## src/rtl/feature_loader_9.sv

```systemverilog
// feature_loader_9: serial-to-parallel loader that collects nine WIDTH-bit
// words into registered slots output_1..output_9, then presents them as one
// vector with a valid/ready handshake. Two-state FSM (LOAD / FULL) plus a
// 0..8 slot index exported as select for a downstream 9-way demux.
module feature_loader_9 #(
    parameter int WIDTH = 16
) (
    input  logic             clk,
    input  logic             rst_n,
    input  logic             clear,
    input  logic [WIDTH-1:0] in_data,
    input  logic             in_valid,
    output logic             in_ready,
    output logic [3:0]       select,
    output logic [WIDTH-1:0] output_1,
    output logic [WIDTH-1:0] output_2,
    output logic [WIDTH-1:0] output_3,
    output logic [WIDTH-1:0] output_4,
    output logic [WIDTH-1:0] output_5,
    output logic [WIDTH-1:0] output_6,
    output logic [WIDTH-1:0] output_7,
    output logic [WIDTH-1:0] output_8,
    output logic [WIDTH-1:0] output_9,
    output logic             vec_valid,
    input  logic             vec_ready
);

    typedef enum logic [0:0] {
        ST_LOAD = 1'b0,
        ST_FULL = 1'b1
    } state_e;

    localparam logic [3:0] LAST_IDX = 4'd8;
    localparam int         NSLOTS   = 9;

    state_e           state_q, state_d;
    logic [3:0]       sel_q, sel_d;
    logic [WIDTH-1:0] slot_q [NSLOTS];
    logic [WIDTH-1:0] slot_d [NSLOTS];
    logic             accept_s;

    // Handshake flags come from the state register alone, so neither
    // in_valid nor vec_ready has a combinational path to an output.
    assign in_ready  = (state_q == ST_LOAD);
    assign vec_valid = (state_q == ST_FULL);
    assign accept_s  = in_valid && (state_q == ST_LOAD);
    assign select    = sel_q;

    assign output_1 = slot_q[0];
    assign output_2 = slot_q[1];
    assign output_3 = slot_q[2];
    assign output_4 = slot_q[3];
    assign output_5 = slot_q[4];
    assign output_6 = slot_q[5];
    assign output_7 = slot_q[6];
    assign output_8 = slot_q[7];
    assign output_9 = slot_q[8];

    // Next-state, next-index and slot-write decode; clear overrides everything.
    always_comb begin
        state_d = state_q;
        sel_d   = sel_q;
        for (int i = 0; i < NSLOTS; i++) begin
            slot_d[i] = slot_q[i];
        end

        if (clear) begin
            state_d = ST_LOAD;
            sel_d   = 4'd0;
            for (int i = 0; i < NSLOTS; i++) begin
                slot_d[i] = '0;
            end
        end else begin
            case (state_q)
                ST_LOAD: begin
                    if (accept_s) begin
                        for (int i = 0; i < NSLOTS; i++) begin
                            if (sel_q == 4'(i)) begin
                                slot_d[i] = in_data;
                            end else begin
                                slot_d[i] = slot_q[i];
                            end
                        end
                        if (sel_q >= LAST_IDX) begin
                            // Ninth word: wrap the index and present the vector.
                            sel_d   = 4'd0;
                            state_d = ST_FULL;
                        end else begin
                            sel_d   = sel_q + 4'd1;
                            state_d = ST_LOAD;
                        end
                    end else begin
                        sel_d   = sel_q;
                        state_d = ST_LOAD;
                    end
                end
                ST_FULL: begin
                    // Slots keep their contents after hand-off; only state moves.
                    if (vec_ready) begin
                        state_d = ST_LOAD;
                    end else begin
                        state_d = ST_FULL;
                    end
                end
                default: begin
                    state_d = ST_LOAD;
                    sel_d   = 4'd0;
                end
            endcase
        end
    end

    // State, index and slot registers with asynchronous reset to an empty LOAD.
    always_ff @(posedge clk or negedge rst_n) begin
        if (!rst_n) begin
            state_q <= ST_LOAD;
            sel_q   <= 4'd0;
            for (int i = 0; i < NSLOTS; i++) begin
                slot_q[i] <= '0;
            end
        end else begin
            state_q <= state_d;
            sel_q   <= sel_d;
            for (int i = 0; i < NSLOTS; i++) begin
                slot_q[i] <= slot_d[i];
            end
        end
    end

endmodule

```

## config.mk

```make
export PLATFORM = sky130hd
export DESIGN_NAME = feature_loader_9
export DESIGN_NICKNAME = d
export VERILOG_FILES = /design/src/rtl/feature_loader_9.sv
export SDC_FILE = /design/constraint.sdc
export NUM_CORES = 1
export LEC_CHECK = 0
export ABC_AREA = 1
export CAP_MARGIN = 20
export CORE_UTILIZATION = 40
export CTS_CLUSTER_DIAMETER = 60
export CTS_CLUSTER_SIZE = 10
export DETAILED_ROUTE_END_ITERATION = 8
export GPL_TIMING_DRIVEN = 0
export HOLD_SLACK_MARGIN = 0.1
export PLACE_DENSITY = 0.75
export SETUP_SLACK_MARGIN = 0.3
export SYNTH_ARGS = -nofsm -noshare
export SYNTH_HDL_FRONTEND = slang
export SYNTH_SLANG_ARGS = --single-unit
```

## constraint.sdc

```tcl
create_clock -name clk -period 3.97 [get_ports clk]
set_input_delay 1.191 -clock clk [delete_from_list [all_inputs] [get_ports clk]]
set_output_delay 1.191 -clock clk [all_outputs]
set_load 0.02 [all_outputs]
```

run_1/floorplan.png
Pins as bars on the die edge.
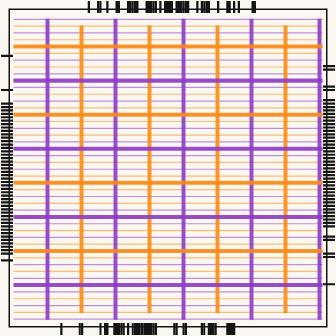
[VSS] purple
[VDD] orange
met1 rails: 45
signal pins: 171
met5 straps: 8
Die Ht: 126 microns
floorplan core area: 14,800 sq um

run_1/class_map.png
Bar = 50 microns.
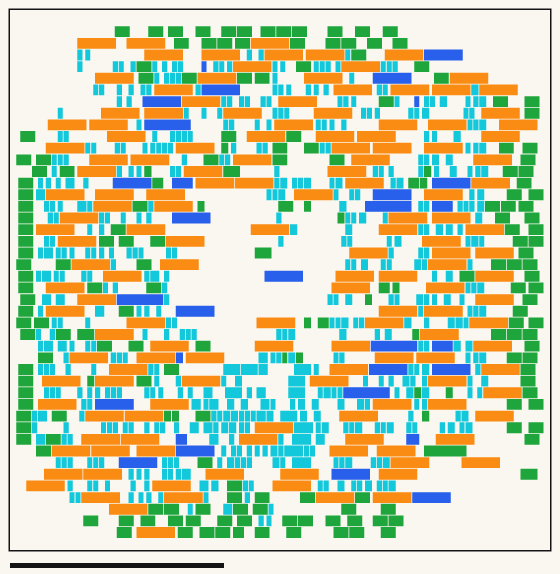
[registers] orange | cells: 149 | share of their area: 44%
[remaining buffers and delay cells] green | cells: 197 | share of their area: 22%
[clock drivers and dummy loads] blue | cells: 30 | share of their area: 7.6%
[remaining logic cells] cyan | cells: 535 | share of their area: 27%

run_1/clock_wires.png
Bar = 50 microns.
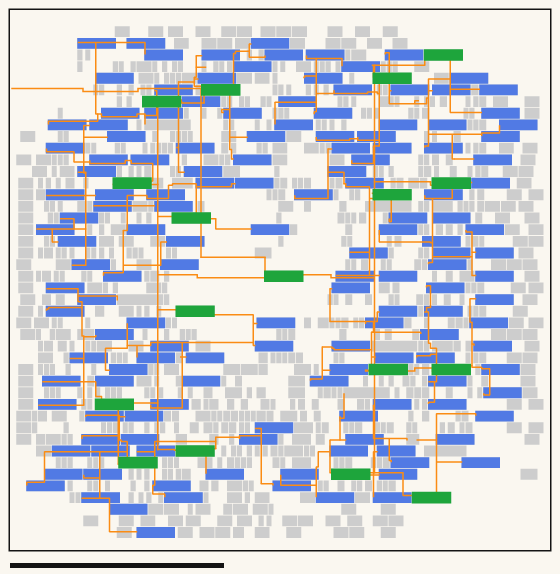
[clock-net drivers] green | count: 17
[clock wires] orange | length: 1,880 microns
[flip-flops] blue | count: 149
routed clock nets: 18
clock-net power: 1.78 mW
part of the power in the clock network: 0.484
insertion delay of the later-clocked pin in the worst-skew pair: 0.43 ns
Fin Clk Skew: 0.00636 ns

run_1/layers.png
Two of the layers only.
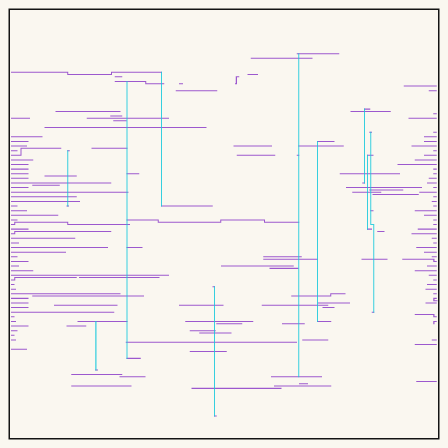
[M3] purple | wire length: 1,550 microns
[M4] cyan | wire length: 435 microns
number of vias in the routed layout: 5,427
routed wire length per instance: 17.4 microns
Post-Route WL: 19.0 mm

==> ds_physical_params.txt, run 1 <==
Physical design parameters

Parameter                              Value

Clock tree
  Number of buffers inserted by hold repair at cts    0
  Clock-pin slew reported for the worst setup and hold paths after clock tree synthesis    0.06 ns
  Post-CTS Setup Bufs    0
  CTS Root Cell    sky130_fd_sc_hd__clkbuf_16
  Number of buffers created by CTS    17
  Clock tree from TritonCTS    built
  Number of resized instances in the post-cts repair step    0
  H-tree depth    4
  Maximum buffer depth of the clock tree    2

Synth
  Dominant cells by area after synthesis    sky130_fd_sc_hd__dfrtp_1 (61%), sky130_fd_sc_hd__nand2_1 (23%), sky130_fd_sc_hd__nand3_1 (6.3%), sky130_fd_sc_hd__nor2_2 (1.8%), sky130_fd_sc_hd__buf_2 (1.5%)
  Total cell area reported by yosys after synthesis    6160 sq um
  Multiplexer share of the synthesized area    0
  Basic Gates by Area    0.340
  Number of warnings reported in the yosys synthesis log    0
  Xor/xnor cell area share of the yosys netlist    0
  Commonest cells in the synthesized netlist    sky130_fd_sc_hd__nand2_1 (383), sky130_fd_sc_hd__dfrtp_1 (149), sky130_fd_sc_hd__nand3_1 (78)
  Main logic family after synthesis    simple AND/OR/NAND/NOR gates
  Main flop type    sky130_fd_sc_hd__dfrtp_1
  Top cell area share    0.605
  Number of cells in the yosys synthesis report    711
  Proportion of synthesized flip-flops having asynchronous set or reset    1.00
  EDFF count, synth    0
  Post-synthesis sequential area ratio    0.605
  Synth Area in Compound Gates    0.00345
  Post-synthesis instance area    6160 sq um
  Synth flops    149
  Total nets after synthesis    736
  Average cell area after synthesis    8.67 sq um
  Share of synthesized cell area in full adder, half adder and majority cells    0.00812
  Count of mapped cells out of synthesis    711
  Distinct cells, synth    18
  Top cell type by instance count after synthesis    sky130_fd_sc_hd__nand2_1

Setup path
  Top delay family on crit path    buffers and inverters
  WP data arrival    1.63 ns
  Depth of the most critical reg-to-reg path    7
  Worst-path cell with the longest stage delay    sky130_fd_sc_hd__clkdlybuf4s50_1
  CP required    2.78 ns
  Critical path start-end classification    register to primary output
  Cell Chain, Critical Path    clkdlybuf4s50_1
  Sum of buffers and inverters on the critical path    1
  Biggest fanout along the worst timing path    8
  Startpoint type of the worst setup path    register
  Critical path launch point    select[2]
  Critical Path Sink Type    primary output
  Number of cells on the critical path    1
  Largest stage delay on the critical path    0.68 ns

Timing
  Tmin final    2.82 ns
  Final Cycle Share    0.710
  Total negative slack for setup checks    0 ns
  Final hold violation count    0
  Maximum clock frequency    355 MHz
  Worst slew pin tran    0.775 ns
  Unrepaired setup endpoints after global routing    no

Power and ir drop
  Overall Power    3.69 mW
  Power density over the cells    421 nW/um^2
  Maximum vdd ir drop    278 uV

Die
  Number of placement rows    44
  Top Ports    171

Global route
  Antenna violations before repair    0
  Total track usage    0.252
  Wire length of the first global-routing pass    29.8 mm
  Vias in the first global route    5,162
  GR Overflow Total    0

Route
  DR pass1 iterations    4
  Detailed router's first-iteration violation count    441
  DRC viols    0
  Vias per Instance    4.96
  Residual antenna-violating net count after detailed routing    0

Placed design
  Port Buffers    169
  Post-DP HPWL    12.8 mm
  GPL Wtd Cong    0.898
  Cell area reported after detailed placement    8110 sq um

Finish
  Final Cell Area    8760 sq um
  Fraction of final layout cells with drive strength greater than 1    0.103
  Number of filler instances in the final layout    1,313
  # diodes    0

Run
  Count of warning messages emitted by the tools    29

Worst hold path
  Class of the most critical hold timing path    register to register
  Launch point of the worst hold path    output_6[1]

Outcome
  Run status    complete, no violations
run 1: registers in the layout (all words and copies together), names as in the netlist:
register	flops
output_3	16
output_2	16
output_8	16
output_9	16
vec_valid	1
output_5	16
output_6	16
output_4	16
output_7	16
output_1	16
select	4
run 1: kinds of logic after synthesis:
logic type                 count (synthesis)
buffers and inverters                     54
and+or+nand+nor                          500
adders and majority gates                  4
DFF                                      149
AOI/OAI and AO/OA                          4
run 1: path summary, 6_finish.rpt:
check	end	slack [ns]
min reg2reg	output_6[1]	0.47
max	select[2]	1.15
max reg2reg	output_9[13]	1.98
min	output_6[1]	0.47
max in group asynchronous	output_6[8]	2.37
min in group asynchronous	output_2[1]	0.81
run 1: layout make-up:
class	instances	area, sq um	area share
clock buffer	22	474	0.0542
timing repair buffer	170	1720	0.196
multi-input combinational	508	2170	0.247
inverter	27	101	0.0116
tap	184	230	0.0263
clock inverter	8	171	0.0196
buffer	27	165	0.0189
sequential	149	3730	0.426
run 1: placed cells by master, fill, tap and decap left out:
cell and count:
sky130_fd_sc_hd__clkinv_2 1, sky130_fd_sc_hd__clkbuf_1 3, sky130_fd_sc_hd__or2_2 1, sky130_fd_sc_hd__buf_16 1
sky130_fd_sc_hd__clkinvlp_4 1, sky130_fd_sc_hd__buf_2 18, sky130_fd_sc_hd__inv_6 1, sky130_fd_sc_hd__nand2_1 383
sky130_fd_sc_hd__o22ai_1 1, sky130_fd_sc_hd__nand2_2 8, sky130_fd_sc_hd__nor2_2 18, sky130_fd_sc_hd__ha_1 4
sky130_fd_sc_hd__inv_2 4, sky130_fd_sc_hd__inv_1 23, sky130_fd_sc_hd__a21oi_1 1, sky130_fd_sc_hd__o21ai_0 2
sky130_fd_sc_hd__nand3_1 78, sky130_fd_sc_hd__nor2_1 5, sky130_fd_sc_hd__nor2_4 7, sky130_fd_sc_hd__dfrtp_1 149
sky130_fd_sc_hd__clkbuf_16 17, sky130_fd_sc_hd__bufinv_16 5, sky130_fd_sc_hd__buf_4 5, sky130_fd_sc_hd__clkdlybuf4s50_1 168
sky130_fd_sc_hd__buf_6 4, sky130_fd_sc_hd__clkbuf_8 3
run 1: through the flow:
step / util / worst slack (ns) / hold WS, ns / std cells
after floorplan: - / 1.87 / 0.580 / 711
after global placement: 0.548 / -4.26 / 0.453 / 1064
after detailed placement: 0.550 / 0.942 / 0.461 / 1065
after CTS: 0.594 / 1.13 / 0.476 / 1095
after global routing: 0.594 / 1.10 / 0.494 / 1095
final: 0.594 / 1.15 / 0.471 / 1095
run 1: routing by layer:
layer | up-vias | track usage | wire length, microns
met4 | 0 | 0.0957 | 435
met2 | 233 | 0.398 | 9150
met3 | 31 | 0.0654 | 1550
li1 | 2576 | - | -
met1 | 2587 | 0.332 | 7870
met5 | - | 0 | 0
run 1: report_power, final:
part	internal [mW]	total, mW	switching (mW)
logic	0.110	0.332	0.222
registers	1.55	1.57	0.0228
clock network	1.16	1.78	0.625
run 1: tightest hold or removal path: cells and delay by family, from the launching register on:
family | cells | cell delay, ns
flops | 1 | 0.34
simple gates | 2 | 0.10
run_1/clock_nets.png
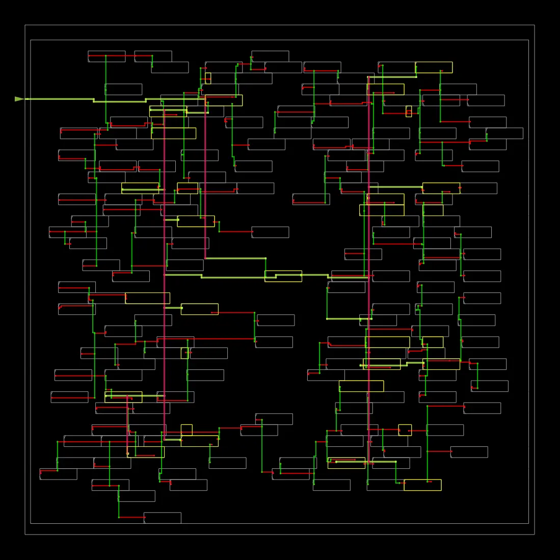

==> inputs of run 2 (changes only) <==
PLACE_DENSITY = 0.77   (was 0.75)
clock period = 2.5 ns   (was 3.97 ns; I/O delays follow)
run_2/clock_nets.png
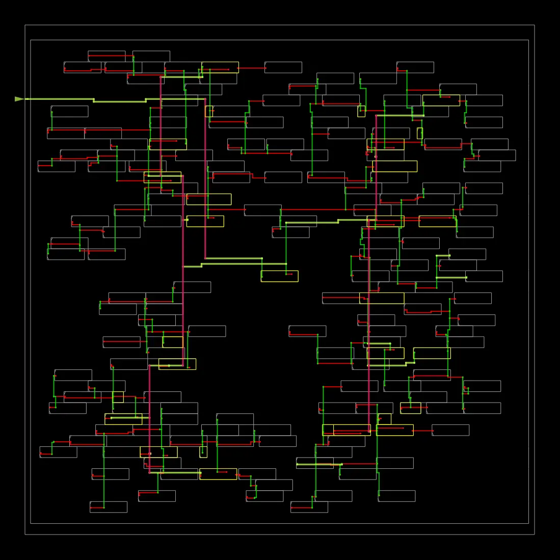
# clk buffers: 20
insertion delay of the later-clocked pin in the worst-skew pair: 0.42 ns
Fin Clk Skew: 0.00781 ns
number of buffers created by CTS: 17

run_2/floorplan.png
Pins as bars on the die edge.
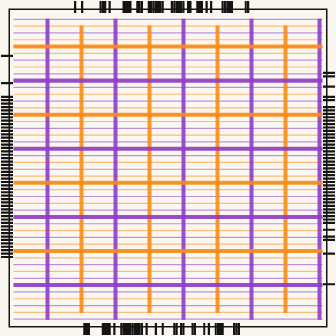
[VSS] purple
[VDD] orange
signal pins: 171
met4 straps: 9

==> run 2 against run 1 <==
Compared with the run above: clock power is 45% higher; wire length is 2.1% lower; total power is 52% higher; largest cell class unchanged.
==> ds_physical_params.txt, run 2 <==
Physical design parameters

Parameter                              Value

Run
  Count of warning messages emitted by the tools    32 (was 29)

Synth
  Commonest cells in the synthesized netlist    sky130_fd_sc_hd__nand2_1 (383), sky130_fd_sc_hd__dfrtp_1 (149), sky130_fd_sc_hd__nand3_1 (78) (unchanged)
  Post-synthesis instance area    6160 sq um (unchanged)
  EDFF count, synth    0 (unchanged)
  Post-synthesis sequential area ratio    0.605 (unchanged)
  Top cell area share    0.605 (unchanged)
  Number of warnings reported in the yosys synthesis log    0 (unchanged)
  Dominant cells by area after synthesis    sky130_fd_sc_hd__dfrtp_1 (61%), sky130_fd_sc_hd__nand2_1 (23%), sky130_fd_sc_hd__nand3_1 (6.3%), sky130_fd_sc_hd__nor2_2 (1.8%), sky130_fd_sc_hd__buf_2 (1.5%) (unchanged)
  Proportion of synthesized flip-flops having asynchronous set or reset    1.00 (unchanged)
  Synth flops    149 (unchanged)
  Count of mapped cells out of synthesis    711 (unchanged)

Clock tree
  Clock tree from TritonCTS    built (unchanged)
  Clock-pin slew reported for the worst setup and hold paths after clock tree synthesis    0.06 ns (about the same)
  H-tree depth    4 (unchanged)
  Post-CTS Setup Bufs    0 (unchanged)
  Maximum buffer depth of the clock tree    2 (unchanged)
  Number of resized instances in the post-cts repair step    7 (was 0)
  CTS Root Cell    sky130_fd_sc_hd__clkbuf_16 (unchanged)

Setup path
  WP data arrival    2.49 ns (was 1.63 ns)
  CP required    2.81 ns (was 2.78 ns)
  Startpoint type of the worst setup path    input port (was register)
  Biggest fanout along the worst timing path    10 (was 8)
  Depth of the most critical reg-to-reg path    7 (unchanged)
  Critical Path Sink Type    register (was primary output)

Route
  Routed wire length per instance    17.0 microns (was 17.4 microns)
  DR pass1 iterations    5 (was 4)
  Detailed router's first-iteration violation count    447 (was 441)
  Post-Route WL    18.6 mm (was 19.0 mm)
  DRC viols    0 (unchanged)
  Residual antenna-violating net count after detailed routing    0 (unchanged)

Worst hold path
  Class of the most critical hold timing path    input port to async pin (was register to register)

Die
  Floorplan core area    14,800 sq um (unchanged)

Power and ir drop
  Psw    1.37 mW (was 0.870 mW)
  Switching share of total power    0.244 (was 0.236)
  Power density over the cells    641 nW/um^2 (was 421 nW/um^2)
  Combinational power share    0.094 (was 0.090)

Global route
  Wire length of the first global-routing pass    29.1 mm (was 29.8 mm)
  Total track usage    0.244 (was 0.252)
  Antenna violations before repair    0 (unchanged)

Finish
  Post-layout util    0.593 (was 0.594)
  Area of combinational cells with multiple inputs    2170 sq um (about the same)
  Number of filler instances in the final layout    1,275 (was 1,313)
  Fraction of final layout cells with drive strength greater than 1    0.104 (was 0.103)
  Total area of sequential cells    3730 sq um (unchanged)

Outcome
  Run status    complete, no violations (unchanged)

Timing
  Worst slew pin tran    0.795 ns (was 0.775 ns)
  Maximum clock frequency    459 MHz
  Final Cycle Share    0.871
  Unrepaired setup endpoints after global routing    yes (was no)

Placed design
  Cell Count Post-Placement    1,065 (unchanged)
run_2/layers.png
Two of the layers only.
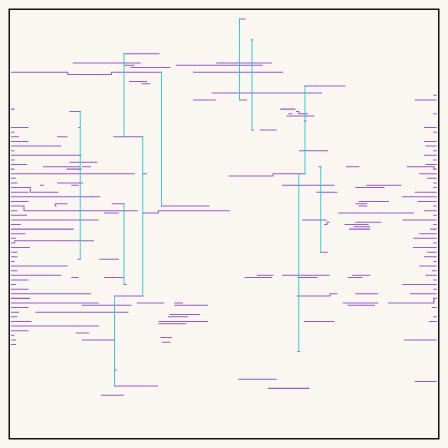
[M3] purple | wire length: 1,350 microns
[M4] cyan | wire length: 358 microns

run 2: layout make-up:
type	instances	area share
Sequential cell	149	0.426
Clock buffer	20	0.0522
Buffer	27	0.0189
Multi-Input combinational cell	508	0.248
Inverter	27	0.0116
Tap cell	184	0.0263
Timing Repair Buffer	170	0.202
Clock inverter	9	0.0147
run 2: power groups by stage:
stage	clock, mW	sequential, mW	combinational (mW)
2_1_floorplan	0	2.59	0.192
3_3_place_gp	0	2.54	0.517
3_5_place_dp	0	2.54	0.529
4_1_cts	2.60	2.49	0.529
5_1_grt	2.71	2.50	0.570
6_report	2.58	2.50	0.526
run 2: path summary, 6_finish.rpt:
check	end	from	slack (ns)
max in group asynchronous	output_5[13]	rst_n	1.38
min in group clk	output_5[10]	output_5[10]	0.47
setup / recovery	output_3[11]	in_valid	0.32
hold reg to reg	output_5[10]	output_5[10]	0.47
hold / removal	output_2[15]	rst_n	0.27
setup reg to reg	output_9[5]	select[0]	0.53
run 2: layer usage:
metal / routed length (microns) / global-route usage / vias up
met4: 358 / 0.0843 / 0
met3: 1350 / 0.0595 / 29
met2: 8730 / 0.381 / 271
met1: 8180 / 0.332 / 2638
li1: - / - / 2569
met5: 0 / 0 / -
run 2: worst max-delay path, stage by stage:
cell                              delay [ns]
sky130_fd_sc_hd__clkdlybuf4s50_1        0.58
sky130_fd_sc_hd__inv_1                  0.07
sky130_fd_sc_hd__nor2_1                 0.30
sky130_fd_sc_hd__nand3_1                0.33
sky130_fd_sc_hd__buf_2                  0.30
sky130_fd_sc_hd__nand3_1                0.10
sky130_fd_sc_hd__nand2_1                0.06
run 2: cells by family after synthesis:
kind of cell	Yosys count	share of synthesized area
fa+ha+maj	4	0.00812
buf+inv	54	0.0433
flops	149	0.605
compound gates	4	0.00345
simple gates	500	0.340
run 2: through the flow:
stage | setup WS, ns | hold WS [ns] | TNS, ns
after floorplan | 0.837 | 0.454 | 0
after global placement | -5.33 | 0.453 | -793.32
after detailed placement | -0.0970 | 0.457 | -1.04
after CTS | 0.312 | 0.272 | 0
after global routing | 0.197 | 0.302 | 0
final | 0.321 | 0.268 | 0
Power figures rest on the tool's default switching activity, not on a simulated workload.
